`src/rtl/instr_fetch.sv`:
```
// instr_fetch: instruction fetch stage between the PC and the decoder.
// Samples pc_addr when a fetch starts and runs a req/ack read on instruction
// memory. The returned byte is captured into the IR and offered to the
// decoder with a valid/ready handshake. fetch_done pulses as the PC-advance
// strobe. Handles branch flush, and a memory timeout that loads NOP_OPCODE.
//
// Ports:
//   CLK, areset      clock, synchronous active-high reset
//   fetch_en         permit starting a new fetch
//   flush            branch taken; drop the in-flight fetch and the IR
//   pc_addr[7:0]     PC value, sampled when a fetch starts
//   mem_req          memory read request (level)
//   mem_addr[7:0]    memory read address, stable while mem_req=1
//   mem_ack          read complete; mem_rdata valid this cycle
//   mem_rdata[7:0]   instruction byte returned by memory
//   ir[7:0]          instruction register
//   ir_pc[7:0]       address the IR was fetched from
//   ir_valid         IR holds an undelivered instruction
//   ir_ready         decoder accepts the IR this cycle
//   fetch_done       1-cycle pulse when the IR is loaded from memory
//   busy             state != IDLE
//   fault            sticky timeout flag, cleared only by areset
module instr_fetch #(
  parameter int unsigned TIMEOUT    = 16,
  parameter logic [7:0]  NOP_OPCODE = 8'h00
) (
  input  logic       CLK,
  input  logic       areset,
  input  logic       fetch_en,
  input  logic       flush,
  input  logic [7:0] pc_addr,
  output logic       mem_req,
  output logic [7:0] mem_addr,
  input  logic       mem_ack,
  input  logic [7:0] mem_rdata,
  output logic [7:0] ir,
  output logic [7:0] ir_pc,
  output logic       ir_valid,
  input  logic       ir_ready,
  output logic       fetch_done,
  output logic       busy,
  output logic       fault
);

  // A zero TIMEOUT disables the timeout; keep the counter at least 1 bit wide.
  localparam int unsigned CNT_W = (TIMEOUT > 0) ? $clog2(TIMEOUT + 1) : 1;

  localparam logic [1:0] IDLE    = 2'd0;
  localparam logic [1:0] REQ     = 2'd1;
  localparam logic [1:0] HOLD    = 2'd2;
  localparam logic [1:0] DISCARD = 2'd3;

  logic [1:0]       state, state_n;
  logic             mem_req_n, ir_valid_n, fetch_done_n, fault_n;
  logic [7:0]       mem_addr_n, ir_n, ir_pc_n;
  logic [CNT_W-1:0] wait_cnt, wait_cnt_n;
  logic             timeout_hit;
  logic             cnt_max;

  assign timeout_hit = (TIMEOUT != 0) && (wait_cnt == CNT_W'(TIMEOUT - 1));
  assign cnt_max     = (wait_cnt == {CNT_W{1'b1}});
  assign busy        = (state != IDLE);

  // State and output registers.
  always_ff @(posedge CLK) begin
    if (areset) begin
      state      <= IDLE;
      mem_req    <= 1'b0;
      mem_addr   <= 8'h00;
      ir         <= 8'h00;
      ir_pc      <= 8'h00;
      ir_valid   <= 1'b0;
      fetch_done <= 1'b0;
      fault      <= 1'b0;
      wait_cnt   <= '0;
    end else begin
      state      <= state_n;
      mem_req    <= mem_req_n;
      mem_addr   <= mem_addr_n;
      ir         <= ir_n;
      ir_pc      <= ir_pc_n;
      ir_valid   <= ir_valid_n;
      fetch_done <= fetch_done_n;
      fault      <= fault_n;
      wait_cnt   <= wait_cnt_n;
    end
  end

  // Next-state and next-output logic.
  always_comb begin
    state_n      = state;
    mem_req_n    = mem_req;
    mem_addr_n   = mem_addr;
    ir_n         = ir;
    ir_pc_n      = ir_pc;
    ir_valid_n   = ir_valid;
    fetch_done_n = 1'b0;
    fault_n      = fault;
    wait_cnt_n   = wait_cnt;

    case (state)
      IDLE: begin
        if (fetch_en && !flush) begin
          mem_addr_n = pc_addr;
          mem_req_n  = 1'b1;
          wait_cnt_n = '0;
          state_n    = REQ;
        end
      end

      REQ: begin
        if (mem_ack && !flush) begin
          mem_req_n    = 1'b0;
          ir_n         = mem_rdata;
          ir_pc_n      = mem_addr;
          ir_valid_n   = 1'b1;
          fetch_done_n = 1'b1;
          state_n      = HOLD;
        end else if (mem_ack) begin
          mem_req_n = 1'b0;
          state_n   = IDLE;
        end else if (flush) begin
          // The issued request must still complete; wait it out in DISCARD.
          state_n = DISCARD;
        end else if (timeout_hit) begin
          mem_req_n  = 1'b0;
          ir_n       = NOP_OPCODE;
          ir_pc_n    = mem_addr;
          ir_valid_n = 1'b1;
          fault_n    = 1'b1;
          state_n    = HOLD;
        end else if (!cnt_max) begin
          wait_cnt_n = wait_cnt + CNT_W'(1);
        end
      end

      HOLD: begin
        if (flush) begin
          ir_valid_n = 1'b0;
          state_n    = IDLE;
        end else if (ir_ready && fetch_en) begin
          // Back-to-back fetch without an IDLE bubble.
          ir_valid_n = 1'b0;
          mem_addr_n = pc_addr;
          mem_req_n  = 1'b1;
          wait_cnt_n = '0;
          state_n    = REQ;
        end else if (ir_ready) begin
          ir_valid_n = 1'b0;
          state_n    = IDLE;
        end
      end

      DISCARD: begin
        if (mem_ack) begin
          mem_req_n = 1'b0;
          state_n   = IDLE;
        end else if (timeout_hit) begin
          mem_req_n = 1'b0;
          fault_n   = 1'b1;
          state_n   = IDLE;
        end else if (!cnt_max) begin
          wait_cnt_n = wait_cnt + CNT_W'(1);
        end
      end

      default: begin
        state_n   = IDLE;
        mem_req_n = 1'b0;
      end
    endcase
  end

endmodule

```
`config.mk`:
```
export PLATFORM = sky130hd
export DESIGN_NAME = instr_fetch
export DESIGN_NICKNAME = d
export VERILOG_FILES = /design/src/rtl/instr_fetch.sv
export SDC_FILE = /design/constraint.sdc
export NUM_CORES = 1
export LEC_CHECK = 0
export CAP_MARGIN = 20
export CORE_MARGIN = 3
export CORE_UTILIZATION = 39
export CTS_BUF_LIST = sky130_fd_sc_hd__clkbuf_16
export CTS_CLUSTER_DIAMETER = 60
export CTS_CLUSTER_SIZE = 30
export DETAILED_ROUTE_END_ITERATION = 7
export HOLD_SLACK_MARGIN = 0.12
export MAX_ROUTING_LAYER = met4
export PLACE_DENSITY = 0.74
export SLEW_MARGIN = 20
export SYNTH_ARGS = -nofsm -noshare
export SYNTH_HDL_FRONTEND = slang
export SYNTH_SLANG_ARGS = --single-unit
```
`constraint.sdc`:
```
create_clock -name CLK -period 1.7 [get_ports CLK]
set_input_delay 0.425 -clock CLK [delete_from_list [all_inputs] [get_ports CLK]]
set_output_delay 0.425 -clock CLK [all_outputs]
set_load 0.05 [all_outputs]
```
**Run 1: a small window of the routed layout**

Scale bar: 10 um. Region (4, 4) to (29, 29) um. Cells in grey, sequential cells in the stronger grey; small squares are vias.
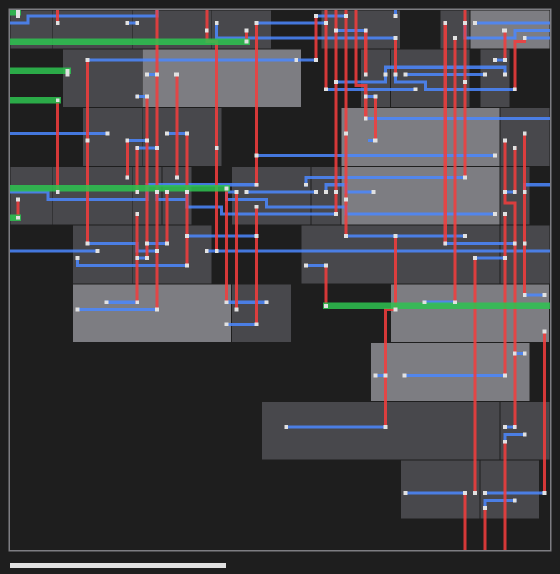
| layer | colour |
|---|---|
| M1 | blue |
| M3 | green |
| M2 | red |
most frequent: mux2i_1 (8), buf_4 (8)
netlist names of flops here include: ir_pc (4), mem_addr (3)
sequential cells in the window: 7
cells with their middle in the window: 36

**Run 1: gate-type map**

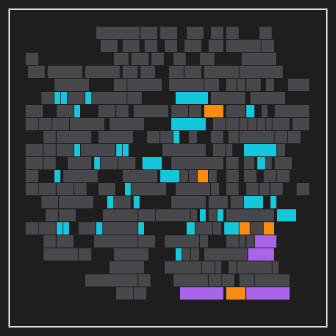
| family | colour | cells |
|---|---|---|
| fa/ha/maj cells | purple | 4 |
| nor cells | cyan | 32 |
| and/or cells | orange | 5 |
logic share of the area: 0.327
Commonest Layout Cell: buf_4
Non-Filler Instances: 261

**Run 1: I/O nets highlighted**

Scale bar: 20 um.
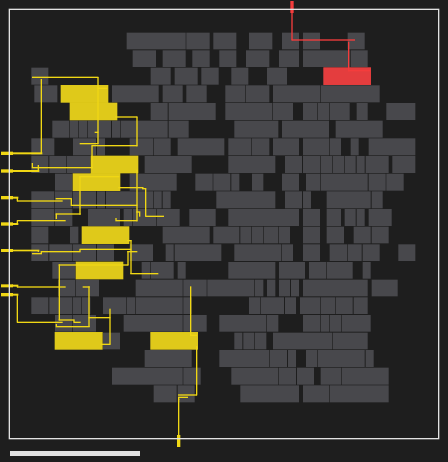
| port | colour | bits | direction | end cells | buffers | wire |
|---|---|---|---|---|---|---|
| fetch_done | red | 1 | output | 1 | 1 | 21.6 um |
| mem_addr | yellow | 8 | output | 8 | 8 | 268 um |
Buffers on Ports: 50
Ports: 51

**Run 1: register map, names as in the netlist**

Scale bar: 20 um. Other sequential cells in the stronger grey, the rest of the logic in the fainter grey.
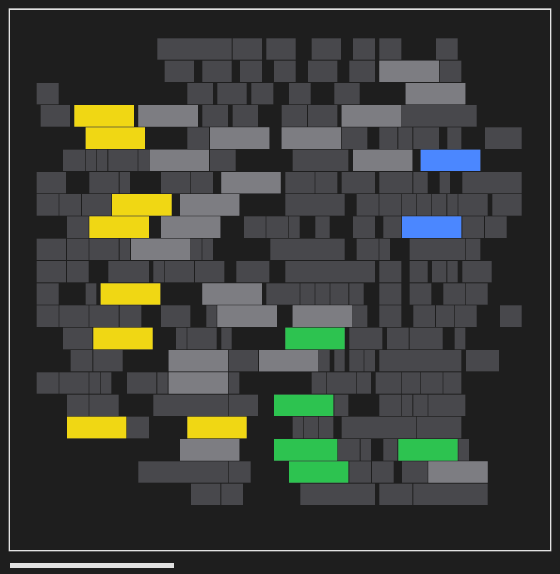
| netlist name | colour | placed flops |
|---|---|---|
| mem_addr | yellow | 8 |
| wait_cnt | green | 5 |
| state | blue | 2 |
not coloured: 20

==> flow_metrics.py, run 1 <==
# Metrics from the implementation run
metrics = {
    "timing": {
        "setup_ws_ns": -0.00755,
        "finalCritPeriodShare": 1.00,
        "hold_viol": 0,
        "setup_viol": 1,
        "worstMarginPinSlew_ns": 0.349,
        "maxSlewViolCount": 0,
    },
    "floorplanning": {
        "die_h_um": 66.0,
        "dieArea_mm2": 0.00435,
    },
    "synth": {
        "synth_flops": 35,
        "netlist.top_cell.by_area": "dfxtp_1",
        "yosysWarnings": 0,
    },
    "clock_tree": {
        "numCtsBuffers": 5,
        "insertion_delay_ns": 0.28,
        "cts-root-buf": "clkbuf_16",
        "cts_tree": "yes",
    },
    "drt": {
        "wl_per_cell_um": 14.8,
        "drc": 0,
    },
    "finish": {
        "diodes": 0,
        "area_delta_synth_final_pct": 66.4,
    },
    "min_path": {
        "hold_end": "ir[2]",
    },
    "outcome": {
        "violations": "setup timing",
        "outcome": "finished, violations left",
    },
    "worst_setup_path": {
        "crit_start": "mem_ack",
        "worst_setup_path_start_kind": "primary input",
    },
    "power": {
        "power_leakage_uw": 0.00101,
    },
    "placed_design": {
        "place.gp.congestion": 0.850,
    },
    "global_routing": {
        "gr-usage-all-layers": 0.185,
    },
}
run 1: layout make-up:
type,count,area [um2]
timing repair buffer,70,601
inverter,4,18.8
multi-input combinational,98,762
tap,46,57.6
sequential,35,702
clock inverter,3,67.6
fill,249,1060
clock buffer,5,125
run 1: logic make-up after synthesis:
logic type / Yosys count / share of synthesized area
fa+ha+maj: 4 / 0.0357
compound gates: 28 / 0.131
simple gates: 48 / 0.185
mux: 17 / 0.121
buf+inv: 9 / 0.0276
flops: 35 / 0.500
run 1: synth_stat cells:
| library cell | count |
|---|---|
| a211oi_1 | 1 |
| a21oi_1 | 9 |
| a22o_1 | 8 |
| a311oi_1 | 1 |
| a31oi_1 | 1 |
| a32oi_1 | 1 |
| and2_1 | 1 |
| and3_1 | 2 |
| buf_2 | 1 |
| buf_4 | 1 |
| clkbuf_1 | 3 |
| dfxtp_1 | 35 |
| ha_1 | 4 |
| inv_1 | 4 |
| mux2i_1 | 17 |
| nand2_1 | 5 |
| nand2b_1 | 3 |
| nand3_1 | 4 |
| nor2_1 | 23 |
| nor2_2 | 1 |
| nor2_8 | 1 |
| nor2b_1 | 1 |
| nor3_1 | 3 |
| nor3b_2 | 1 |
| nor3b_4 | 1 |
| o211ai_1 | 1 |
| o21ai_0 | 6 |
| or3_1 | 1 |
| or3b_4 | 1 |
run 1: layer usage:
metal / track usage / vias up / wire (um)
met2: 0.290 / 45 / 1900
li1: - / 644 / -
met5: - / - / 0
met4: 0.0787 / 0 / 90
met3: 0.0629 / 8 / 256
met1: 0.215 / 631 / 1620
run 1: report_power, final:
group	internal [uW]	leakage, uW	total (uW)	switching (uW)
Clock	839	0.0000900	1180	343
Sequential	844	0.000284	863	18.4
Combinational	156	0.000639	344	187
Total	1840	0.00101	2390	548
==> inputs of run 2 (changes only) <==
--- a/config.mk
+++ b/config.mk
@@ -6,15 +6,16 @@
 export NUM_CORES = 1
 export LEC_CHECK = 0
 export CAP_MARGIN = 20
+export CELL_PAD_IN_SITES_DETAIL_PLACEMENT = 1
+export CELL_PAD_IN_SITES_GLOBAL_PLACEMENT = 2
 export CORE_MARGIN = 3
-export CORE_UTILIZATION = 39
+export CORE_UTILIZATION = 23
 export CTS_BUF_LIST = sky130_fd_sc_hd__clkbuf_16
-export CTS_CLUSTER_DIAMETER = 60
 export CTS_CLUSTER_SIZE = 30
 export DETAILED_ROUTE_END_ITERATION = 7
 export HOLD_SLACK_MARGIN = 0.12
 export MAX_ROUTING_LAYER = met4
-export PLACE_DENSITY = 0.74
+export PLACE_DENSITY_LB_ADDON = 0.1
 export SLEW_MARGIN = 20
 export SYNTH_ARGS = -nofsm -noshare
 export SYNTH_HDL_FRONTEND = slang
==> constraint.sdc (replaced) <==
create_clock -name CLK -period 1.7 [get_ports CLK]
set_input_delay 0.34 -clock CLK [delete_from_list [all_inputs] [get_ports CLK]]
set_output_delay 0.34 -clock CLK [all_outputs]
set_load 0.05 [all_outputs]
**Run 2: gate-type map**

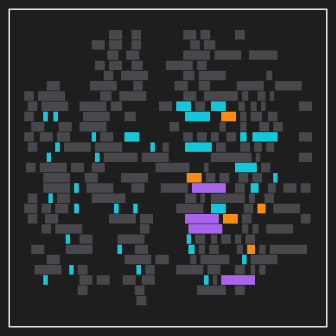
| family | colour | cells |
|---|---|---|
| and/or cells | orange | 5 |
| nor cells | cyan | 32 |
| fa/ha/maj cells | purple | 4 |
logic share of the area: 0.334
Non-Filler Instances: 287

**Run 2: routing congestion map**

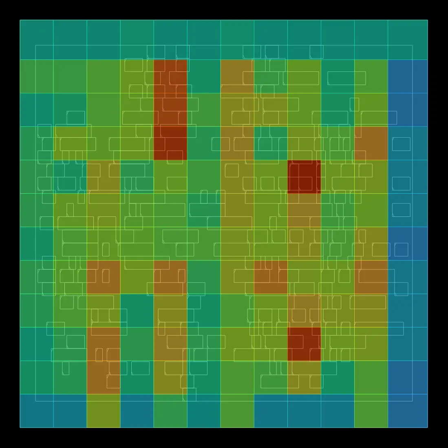
final core occ: 0.417
GRT met1 Usage: 0.138
DR WL/cell: 14.9 um

==> run 2 against run 1 <==
The flow now finishes without violations. Area after synthesis unchanged. Synthesized cell count unchanged. Setup slack better by 0.055 ns. Clock-buffer cell count unchanged. Non-clock buffer count up 1. Register-to-register slack about the same. Critical path type is now reg -> reg.
==> flow_metrics.py, run 2 <==
# Metrics from the implementation run
metrics = {
    "clock_tree": {
        "numCtsBuffers": 5,
        "cts_tree": "yes",
        "insertion_delay_ns": 0.27,
    },
    "finish": {
        "combGateArea_um2": 797,
        "lay_top_count": "buf_4",
        "area_delta_synth_final_pct": 69.9,
    },
    "synth": {
        "ys.flop_type": "dfxtp_1",
        "edf_count": 0,
        "top_cells_by_count": "dfxtp_1, nor2_1, mux2i_1, a21oi_1, a22o_1",
        "yosysWarnings": 0,
        "synthArstFlopShare": 0,
        "synth_flops": 35,
    },
    "placed_design": {
        "placement.io_buffers": 50,
    },
    "power": {
        "p_int_uw": 1680,
        "clockPowerShare": 0.452,
        "switching_share": 0.238,
    },
    "timing": {
        "setup_viol": 0,
        "worstMarginPinSlew_ns": 0.325,
        "hold_viol": 0,
    },
    "worst_setup_path": {
        "crit_start": "wait_cnt[0]",
    },
    "outcome": {
        "outcome": "complete, no violations",
    },
    "floorplanning": {
        "dieArea_mm2": 0.00707,
    },
}
==> run 2: cell counts after synthesis <==
No cell type changed its count.
==> run 2: kinds of logic (layout without fill, tap and decap cells) <==
kind of cell             Yosys count  after routing  synth area share
AND-OR/OR-AND                     28             28             0.131
multiplexers                      17             17             0.121
flip-flops                        35             35             0.500
AND/OR/NAND/NOR                   48             49             0.185
buffers and inverters              9             82            0.0276
adder cells (fa/ha/maj)            4              4            0.0357
==> run 2: critical path, stage by stage (launching register included) <==
cell	delay, ns
dfxtp_2	0.33
ha_4	0.16
and3_4	0.21
ha_4	0.16
nor2_4	0.13
a32oi_4	0.13
or3_4	0.35
a21oi_2	0.11
==> run 2: layout make-up <==
type,count,area share
inverter,4,0.00787
tap,72,0.0378
clock buffer,5,0.0525
sequential,35,0.296
multi-input combinational,98,0.334
timing repair buffer,71,0.256
clock inverter,2,0.0157
==> run 2: through the flow <==
stage	std cells	setup TNS, ns	area, um2	util
after detailed placement	276	-5.40	2050	0.360
final	287	0	2380	0.417
after floorplan	141	0	1410	-
after global routing	287	-0.0107	2380	0.417
after CTS	284	0	2300	0.402
after global placement	276	-3.98	2050	0.360
==> run 2: per-layer routing <==
| layer | global-route usage | share of wire |
|---|---|---|
| met5 | - | 0 |
| met4 | 0.0482 | 0.013 |
| met3 | 0.0316 | 0.040 |
| met2 | 0.222 | 0.51 |
| met1 | 0.138 | 0.43 |
==> run 2: power groups by stage <==
stage	clock (uW)	combinational, uW	sequential, uW
6_report	998	346	865
5_1_grt	1070	370	868
4_1_cts	1030	333	864
3_5_place_dp	0	322	881
3_3_place_gp	0	317	879
2_1_floorplan	0	112	939
Power figures rest on the tool's default switching activity, not on a simulated workload.
